**Met1 routing**

Supply wires on this layer in grey.
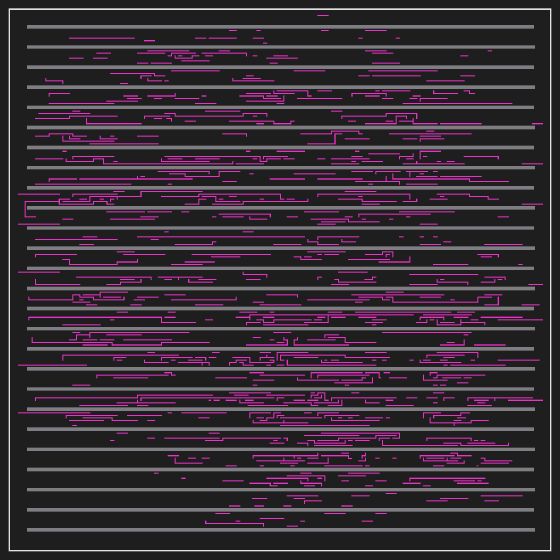
**The clock network**

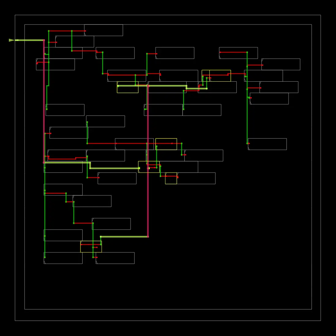
**Supply network**

Pins as bars on the die edge.
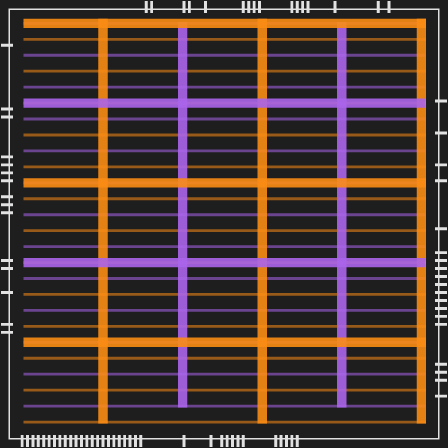
**Sequential cells coloured by netlist name**

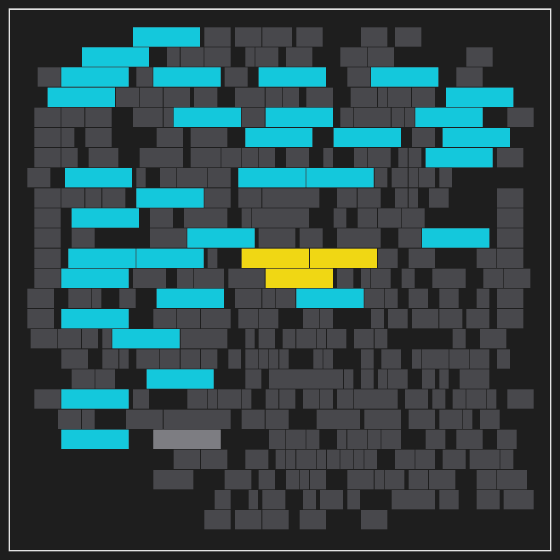
**Selected gate families**

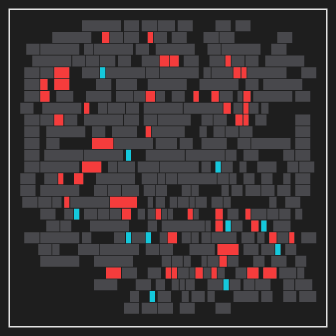
==> src/rtl/mc_ctrl_pkg.sv <==
// ---------------------------------------------------------------------------
// mc_ctrl_pkg
// Shared types and encodings for the multicycle RV32I control FSM.
//   state_t        : controller states
//   instr_class_t  : instruction class produced by the opcode decoder
//   ctrl_t         : bundle of every datapath enable / mux select the
//                    controller drives, so it can be cleared as one unit
//   OP_*           : supported major opcodes (instr[6:0])
//   IF_SEL_*       : if_mux select encodings (next PC source)
//   WB_SEL_*       : wb_mux select encodings (register write-back source)
//   SIZE_*         : funct3[1:0] data access size encodings
// ---------------------------------------------------------------------------
package mc_ctrl_pkg;

    typedef enum logic [2:0] {
        ST_FETCH,
        ST_DECODE,
        ST_EXECUTE,
        ST_MEM,
        ST_WB,
        ST_TRAP
    } state_t;

    typedef enum logic [3:0] {
        CLS_R,
        CLS_I,
        CLS_LD,
        CLS_ST,
        CLS_BR,
        CLS_JAL,
        CLS_JALR,
        CLS_LUI,
        CLS_AUIPC,
        CLS_NONE
    } instr_class_t;

    typedef struct packed {
        logic       instRd;
        logic       irWr;
        logic       pcWr;
        logic [1:0] ifSel;
        logic       exSel;
        logic [1:0] wbSel;
        logic       rfRd;
        logic       rfWr;
        logic       memRead;
        logic       memWrite;
        logic       oneByte;
        logic       twoBytes;
        logic       fourBytes;
    } ctrl_t;

    localparam logic [6:0] OP_R     = 7'b0110011;
    localparam logic [6:0] OP_I     = 7'b0010011;
    localparam logic [6:0] OP_LD    = 7'b0000011;
    localparam logic [6:0] OP_ST    = 7'b0100011;
    localparam logic [6:0] OP_BR    = 7'b1100011;
    localparam logic [6:0] OP_JAL   = 7'b1101111;
    localparam logic [6:0] OP_JALR  = 7'b1100111;
    localparam logic [6:0] OP_LUI   = 7'b0110111;
    localparam logic [6:0] OP_AUIPC = 7'b0010111;

    localparam logic [1:0] IF_SEL_PC4   = 2'b00;
    localparam logic [1:0] IF_SEL_PCIMM = 2'b01;
    localparam logic [1:0] IF_SEL_ALU   = 2'b10;

    localparam logic [1:0] WB_SEL_ALU   = 2'b00;
    localparam logic [1:0] WB_SEL_MEM   = 2'b01;
    localparam logic [1:0] WB_SEL_PC4   = 2'b10;
    localparam logic [1:0] WB_SEL_PCIMM = 2'b11;

    localparam logic [1:0] SIZE_BYTE = 2'b00;
    localparam logic [1:0] SIZE_HALF = 2'b01;
    localparam logic [1:0] SIZE_WORD = 2'b10;

    // Only register-register ALU ops and branches feed rs2 into the ALU;
    // everything else takes the immediate as the second operand.
    function automatic logic usesImmediate(input instr_class_t cls);
        return !((cls == CLS_R) || (cls == CLS_BR));
    endfunction

endpackage

==> src/rtl/mc_opcode_deco.sv <==
// ---------------------------------------------------------------------------
// mc_opcode_deco
// Purely combinational decoder: maps the major opcode to an instruction
// class and flags whether the controller can execute it.
// Ports:
//   opcode_i  in  7   instr[6:0]
//   size_i    in  2   instr[13:12] (funct3[1:0]), needed to reject the
//                     unsupported 64-bit load/store width
//   class_o   out     decoded instruction class (CLS_NONE if unknown)
//   legal_o   out 1   1 when the instruction is supported
// ---------------------------------------------------------------------------
module mc_opcode_deco
    import mc_ctrl_pkg::*;
(
    input  logic [6:0]   opcode_i,
    input  logic [1:0]   size_i,
    output instr_class_t class_o,
    output logic         legal_o
);

    // Classify the opcode. Loads and stores with funct3[1:0]=11 would be a
    // doubleword access, which this RV32 datapath cannot perform, so they
    // are reported as illegal here and the FSM traps on them at DECODE.
    always_comb begin
        class_o = CLS_NONE;
        legal_o = 1'b1;
        case (opcode_i)
            OP_R:     class_o = CLS_R;
            OP_I:     class_o = CLS_I;
            OP_LD: begin
                class_o = CLS_LD;
                legal_o = (size_i != 2'b11);
            end
            OP_ST: begin
                class_o = CLS_ST;
                legal_o = (size_i != 2'b11);
            end
            OP_BR:    class_o = CLS_BR;
            OP_JAL:   class_o = CLS_JAL;
            OP_JALR:  class_o = CLS_JALR;
            OP_LUI:   class_o = CLS_LUI;
            OP_AUIPC: class_o = CLS_AUIPC;
            default: begin
                class_o = CLS_NONE;
                legal_o = 1'b0;
            end
        endcase
    end

endmodule

==> src/rtl/multicycle_ctrl.sv <==
// ---------------------------------------------------------------------------
// multicycle_ctrl
// Control FSM that sequences the shared RV32I datapath over several cycles
// per instruction (FETCH, DECODE, EXECUTE, MEM, WB, TRAP). Drives every
// datapath enable and mux select, handshakes with the instruction and data
// memories, flags unsupported opcodes and counts retired instructions.
// Ports:
//   clk_i         in   1          clock, rising edge
//   rst_ni        in   1          asynchronous active-low reset
//   instr_i       in   INST_SIZE  instruction register contents
//   comparison_i  in   1          ALU branch result (1 = taken)
//   inst_ready_i  in   1          instruction memory data valid
//   mem_ready_i   in   1          data memory access complete
//   inst_rd_o     out  1          instruction memory read request
//   ir_wr_o       out  1          load instruction register
//   pc_wr_o       out  1          update PC from if_mux
//   if_mux_sel_o  out  2          next PC source (IF_SEL_*)
//   ex_mux_sel_o  out  1          ALU operand B: 0 rs2, 1 immediate
//   wb_mux_sel_o  out  2          write-back source (WB_SEL_*)
//   reg_file_rd_o out  1          register file read enable
//   reg_file_wr_o out  1          register file write enable
//   mem_read_o    out  1          data memory read request
//   mem_write_o   out  1          data memory write request
//   one_byte_o    out  1          byte access
//   two_bytes_o   out  1          halfword access
//   four_bytes_o  out  1          word access
//   illegal_o     out  1          sticky unsupported-opcode flag
//   instret_o     out  CNT_WIDTH  retired instruction count (wraps)
// ---------------------------------------------------------------------------
module multicycle_ctrl
    import mc_ctrl_pkg::*;
#(
    parameter int INST_SIZE = 32,
    parameter int CNT_WIDTH = 32
) (
    input  logic                 clk_i,
    input  logic                 rst_ni,
    input  logic [INST_SIZE-1:0] instr_i,
    input  logic                 comparison_i,
    input  logic                 inst_ready_i,
    input  logic                 mem_ready_i,
    output logic                 inst_rd_o,
    output logic                 ir_wr_o,
    output logic                 pc_wr_o,
    output logic [1:0]           if_mux_sel_o,
    output logic                 ex_mux_sel_o,
    output logic [1:0]           wb_mux_sel_o,
    output logic                 reg_file_rd_o,
    output logic                 reg_file_wr_o,
    output logic                 mem_read_o,
    output logic                 mem_write_o,
    output logic                 one_byte_o,
    output logic                 two_bytes_o,
    output logic                 four_bytes_o,
    output logic                 illegal_o,
    output logic [CNT_WIDTH-1:0] instret_o
);

    state_t                 state_q;
    state_t                 state_d;
    logic [CNT_WIDTH-1:0]   instret_q;
    logic [CNT_WIDTH-1:0]   instret_d;
    logic                   illegal_q;
    logic                   illegal_d;

    instr_class_t           instrClass;
    logic                   opLegal;
    logic [1:0]             accessSize;
    ctrl_t                  ctrlRaw;
    ctrl_t                  ctrlOut;
    logic                   retire;
    logic                   unusedInstrBits;

    assign accessSize = instr_i[13:12];

    // Register fields, funct3[2] (sign/unsigned load variant) and the
    // immediate are consumed by the datapath, not by the controller.
    assign unusedInstrBits = ^{instr_i[INST_SIZE-1:14], instr_i[11:7]};

    mc_opcode_deco u_deco (
        .opcode_i (instr_i[6:0]),
        .size_i   (accessSize),
        .class_o  (instrClass),
        .legal_o  (opLegal)
    );

    // State register. Reset always lands in FETCH so the core restarts
    // cleanly even if it was interrupted in the middle of a memory access.
    always_ff @(posedge clk_i or negedge rst_ni) begin
        if (!rst_ni) begin
            state_q <= ST_FETCH;
        end else begin
            state_q <= state_d;
        end
    end

    // Next-state logic. The ready inputs only matter in the state that is
    // waiting on them; a stray ready pulse elsewhere has no effect. TRAP
    // only exits through reset.
    always_comb begin
        state_d = state_q;
        case (state_q)
            ST_FETCH: begin
                if (inst_ready_i) begin
                    state_d = ST_DECODE;
                end
            end
            ST_DECODE: begin
                state_d = opLegal ? ST_EXECUTE : ST_TRAP;
            end
            ST_EXECUTE: begin
                if (instrClass == CLS_BR) begin
                    state_d = ST_FETCH;
                end else if ((instrClass == CLS_LD) || (instrClass == CLS_ST)) begin
                    state_d = ST_MEM;
                end else begin
                    state_d = ST_WB;
                end
            end
            ST_MEM: begin
                if (mem_ready_i) begin
                    state_d = (instrClass == CLS_LD) ? ST_WB : ST_FETCH;
                end
            end
            ST_WB: begin
                state_d = ST_FETCH;
            end
            default: begin
                state_d = ST_TRAP;
            end
        endcase
    end

    // Output decode. Mostly Moore; ir_wr, the store's pc_wr and the branch
    // target select additionally look at the handshake / comparison inputs
    // so no extra cycle is spent per instruction.
    always_comb begin
        ctrlRaw = '0;
        case (state_q)
            ST_FETCH: begin
                ctrlRaw.instRd = 1'b1;
                ctrlRaw.irWr   = inst_ready_i;
            end
            ST_DECODE: begin
                ctrlRaw.rfRd = 1'b1;
            end
            ST_EXECUTE: begin
                ctrlRaw.rfRd  = 1'b1;
                ctrlRaw.exSel = usesImmediate(instrClass);
                if (instrClass == CLS_BR) begin
                    ctrlRaw.pcWr  = 1'b1;
                    ctrlRaw.ifSel = comparison_i ? IF_SEL_PCIMM : IF_SEL_PC4;
                end
            end
            ST_MEM: begin
                ctrlRaw.exSel     = 1'b1;
                ctrlRaw.oneByte   = (accessSize == SIZE_BYTE);
                ctrlRaw.twoBytes  = (accessSize == SIZE_HALF);
                ctrlRaw.fourBytes = (accessSize == SIZE_WORD);
                ctrlRaw.memRead   = (instrClass == CLS_LD);
                ctrlRaw.memWrite  = (instrClass == CLS_ST);
                if ((instrClass == CLS_ST) && mem_ready_i) begin
                    ctrlRaw.pcWr  = 1'b1;
                    ctrlRaw.ifSel = IF_SEL_PC4;
                end
            end
            ST_WB: begin
                ctrlRaw.rfWr = 1'b1;
                ctrlRaw.pcWr = 1'b1;
                case (instrClass)
                    CLS_LD:             ctrlRaw.wbSel = WB_SEL_MEM;
                    CLS_JAL, CLS_JALR:  ctrlRaw.wbSel = WB_SEL_PC4;
                    CLS_AUIPC:          ctrlRaw.wbSel = WB_SEL_PCIMM;
                    default:            ctrlRaw.wbSel = WB_SEL_ALU;
                endcase
                case (instrClass)
                    CLS_JAL:  ctrlRaw.ifSel = IF_SEL_PCIMM;
                    CLS_JALR: ctrlRaw.ifSel = IF_SEL_ALU;
                    default:  ctrlRaw.ifSel = IF_SEL_PC4;
                endcase
            end
            default: begin
                ctrlRaw = '0;
            end
        endcase
    end

    // While reset is held every output must read zero straight away, even
    // though the state register already sits in FETCH (which would request
    // an instruction). The masking is kept off the internal retire path so
    // reset never reaches a flop data input.
    assign ctrlOut = rst_ni ? ctrlRaw : '0;
    assign retire  = ctrlRaw.pcWr;

    // Every instruction retires in exactly the cycle it writes the PC, so
    // the PC write strobe doubles as the retire event. The counter wraps.
    assign instret_d = instret_q + CNT_WIDTH'(retire);
    assign illegal_d = illegal_q | ((state_q == ST_DECODE) && !opLegal);

    // Retire counter and sticky illegal flag.
    always_ff @(posedge clk_i or negedge rst_ni) begin
        if (!rst_ni) begin
            instret_q <= '0;
            illegal_q <= 1'b0;
        end else begin
            instret_q <= instret_d;
            illegal_q <= illegal_d;
        end
    end

    assign inst_rd_o     = ctrlOut.instRd;
    assign ir_wr_o       = ctrlOut.irWr;
    assign pc_wr_o       = ctrlOut.pcWr;
    assign if_mux_sel_o  = ctrlOut.ifSel;
    assign ex_mux_sel_o  = ctrlOut.exSel;
    assign wb_mux_sel_o  = ctrlOut.wbSel;
    assign reg_file_rd_o = ctrlOut.rfRd;
    assign reg_file_wr_o = ctrlOut.rfWr;
    assign mem_read_o    = ctrlOut.memRead;
    assign mem_write_o   = ctrlOut.memWrite;
    assign one_byte_o    = ctrlOut.oneByte;
    assign two_bytes_o   = ctrlOut.twoBytes;
    assign four_bytes_o  = ctrlOut.fourBytes;
    assign illegal_o     = illegal_q;
    assign instret_o     = instret_q;

endmodule

==> config.mk <==
export PLATFORM = sky130hd
export DESIGN_NAME = multicycle_ctrl
export DESIGN_NICKNAME = d
export VERILOG_FILES = /design/src/rtl/mc_ctrl_pkg.sv /design/src/rtl/mc_opcode_deco.sv /design/src/rtl/multicycle_ctrl.sv
export SDC_FILE = /design/constraint.sdc
export NUM_CORES = 1
export LEC_CHECK = 0
export CAP_MARGIN = 40
export CORE_MARGIN = 2
export CORE_UTILIZATION = 43
export CTS_CLUSTER_DIAMETER = 50
export DETAILED_ROUTE_END_ITERATION = 16
export PLACE_DENSITY_LB_ADDON = 0.25
export SYNTH_ARGS = -nofsm -noshare
export SYNTH_HDL_FRONTEND = slang
export SYNTH_HIERARCHICAL = 1
export SYNTH_SLANG_ARGS = --single-unit
==> constraint.sdc <==
create_clock -name clk_i -period 2.7 [get_ports clk_i]
set_input_delay 0.27 -clock clk_i [delete_from_list [all_inputs] [get_ports clk_i]]
set_output_delay 0.27 -clock clk_i [all_outputs]
set_load 0.02 [all_outputs]
==> qor.csv <==
stage,metric,value,unit
status,status,finished with violations,
status,violations,setup timing,
logic_synthesis,ys_warn_count,6,
global_routing,grt_overflow,0,
setup_path,cp_data_required_time,2.88,ns
cells_and_area,comb_cells,162,
route,firstDrtPassIters,4,
setup_path,end_kind,flop,
power,swShare,0.265,
cts,clock_path_buffers,2,
cells_and_area,n_all_buffers,101,
sta,final_max_slew_viol_count,0,
floorplanning,fp-utilization,0.439,
cells_and_area,n_fill_cell,377,
cells_and_area,logic_area,0.00125,sq mm
setup_path,path_depth,15,
power,power_leader,registers,
sta,tightestPinTransition,0.417,ns
power,p_comb_frac,0.150,
cells_and_area,sh_comb_area,0.387,
cells_and_area,non_clock_buffer_area_share,0.276,
logic_synthesis,synth-edff-count,0,
cts,cts_tree,built,
cells_and_area,sh_seq_area,0.278,
sta,setup_viol,23,
placed_design,dp_slack,-0.908,ns
sta,fin_ws,-0.209,ns
power,vdd.ir_drop.worst,0.306,mV
logic_synthesis,synth_flops,36,
power,p_seq,593,uW
cells_and_area,inv_count,11,
route,vias,1973,
cells_and_area,final_cell_mix,"clkdlybuf4s50_1 (48), dfrtp_1 (36), buf_4 (33), xnor2_1 (22), nand2_1 (17)",
logic_synthesis,flop_cell,dfrtp_1,
cts,htreeDepth,2,
setup_path,rr_worst_depth,11,
sta,fin_skew,0.00898,ns
setup_path,crit_fanout,3,
placed_design,dpl.cell_count,355,
global_routing,grt_use_total,0.206,
power,p_switching,295,uW
route,post-route-drc-count,0,
setup_path,path_buffers,3,
floorplanning,ios,85,
route,vias_per_cell,5.32,
setup_path,reg2reg_to,instret_o[12],
floorplanning,dieArea,0.00533,sq mm
setup_path,cp-startpoint,instr_i[4],
logic_synthesis,netlist_area,0.00205,sq mm
global_routing,grt_max_degree,21,
sta,whs,0.363,ns
flow_run,drv_cap,0,
cells_and_area,utilization,0.695,
floorplanning,num_rows,25,
setup_path,r2r_start,state_q[0],
setup_path,slowest_delay,0.51,ns
sta,timing.final.crit_share,1.08,
placed_design,portBuffers,61,
sta,hold_violations,0,
sta,period_minus_slack,2.91,ns
cells_and_area,clock_area_frac,0.0251,
route,routed_wl,5330,microns
logic_synthesis,synth_chip_area,0.00205,sq mm
logic_synthesis,postSynthAreaPerCell,9.48,sq um
global_routing,antenna_found_initial,0,
power,power.density,344,mW/mm^2
setup_path,critPathTopFamily,simple AND/OR/NAND/NOR gates,
cells_and_area,flop-count,36,
sta,final.setup.tns,-3.07,ns
placed_design,dpl.hpwl,3920,microns
placed_design,post_dp_cell_area,0.00300,sq mm
power,intPower,820,uW
flow_run,tool_warnings,52,
logic_synthesis,most_common_cell,dfrtp_1,
power,pwr.group.clock,354,uW
setup_path,crit_path_top_delay_cell,or4_4,
cts,postCtsSetupRepairBufs,5,
route,routedWlPerCell,14.4,microns
floorplanning,chipHeight,73.0,microns
cts,cts_root_buffer,clkbuf_8,
global_routing,grt_pass1_vias,1887,
floorplanning,taps,54,
cells_and_area,area_dominant_class,logic gates,
logic_synthesis,synth_cells,216,
cells_and_area,instances_no_fill,371,
cts,cts_buffers,5,
logic_synthesis,ys_top_cells_by_area,"dfrtp_1 (44%), xnor2_1 (9.8%), xor2_1 (4.3%)",
logic_synthesis,synthTopCellsByCount,"dfrtp_1 (36), xnor2_1 (23), nand2_1 (19)",
cts,clk_latency,0.29,ns
cts,hold_buffers,1,
cells_and_area,drive_gt1_frac,0.290,
cts,cts_resized,49,
setup_path,arrival,3.09,ns
setup_path,worstPathCellList,"buf_6, or4_4, a311o_1, nand2b_4, nor3_4, a41oi_2, o41ai_4, ha_2, buf_4, ha_4, nand3_4, nor3_4, buf_6, nand4_1, xnor2_1",
floorplanning,coreArea,0.00466,sq mm
power,p_comb,167,uW
cells_and_area,antenna-diode-count,0,
setup_path,reg2reg_slack,0.27,ns
logic_synthesis,ys_cells,216,
cells_and_area,fin_nets,356,
route,ant_nets,0,
cells_and_area,seq_area,901,sq um
cells_and_area,final_common_cell,clkdlybuf4s50_1,
logic_synthesis,synth-async-reset-ratio,1.00,
setup_path,cp-endpoint,instret_o[12],
logic_synthesis,yosysUniqueCellTypes,48,
cts,clk_pin_slew,0.07,ns
power,power,1.11,mW
placed_design,gp_congestion,0.897,
power,leakage,1.44,nW
logic_synthesis,ys_seq_frac,0.440,
cells_and_area,fin_area,0.00324,sq mm
sta,rsz0062_at_grt,yes,
power,p_clk_frac,0.318,
route,dr.first_iter.drc_count,121,
power,pwr-share-seq,0.532,
floorplanning,die_w,73.0,microns
logic_synthesis,top_area_cell,dfrtp_1,
sta,max_freq,344,MHz
hold_path,hold_class,input port to async pin,
cells_and_area,areaGrowthSynthToFinish,58.3,%
setup_path,crit_type,input port to flop,
logic_synthesis,syn_nets,255,
logic_synthesis,post-synth-top-area-fraction,0.440,
sta,slew-limit-headroom,0.715,
setup_path,crit_path_start_kind,input port,
global_routing,grt_pass1_wl,8580,microns
## Picture notes: 'met1 routing'
main direction: horizontal
share of all routed wire: 43%
longest straight run: 22.5 microns

## Picture notes: 'the clock network'
clock buffers: 5
TritonCTS Sinks: 36

## Picture notes: 'supply network'
[purple] VDD
[orange] VSS
rows: 25
signal pins: 85

## Picture notes: 'sequential cells coloured by netlist name'
[yellow] state_q | flops: 3
[cyan] instret_o | flops: 32
not coloured: 1

## Picture notes: 'selected gate families'
[red] nand cells | cells: 47 | most used: nand2_1
[cyan] inv cells | cells: 11 | most used: inv_1

-- layer usage --
metal	wire, microns	vias to the layer above	global-route usage	part of all wire
li1	-	961	-	-
met4	76	0	0.0720	0.014
met3	218	7	0.0414	0.041
met2	2740	46	0.350	0.51
met1	2300	959	0.260	0.43
met5	0	-	0	0
-- cell families after synthesis --
| group | Yosys count | share of synthesized area |
|---|---|---|
| compound gates | 26 | 0.0880 |
| xor+xnor | 33 | 0.141 |
| fa+ha+maj | 2 | 0.0122 |
| buf+inv | 18 | 0.0336 |
| flops | 36 | 0.440 |
| simple gates | 101 | 0.285 |
-- flip-flops by register name (all words and copies together) (netlist names) --
register   count
state_q        3
illegal_o      1
instret_o     32
Power is estimated from default activity; no workload was simulated.
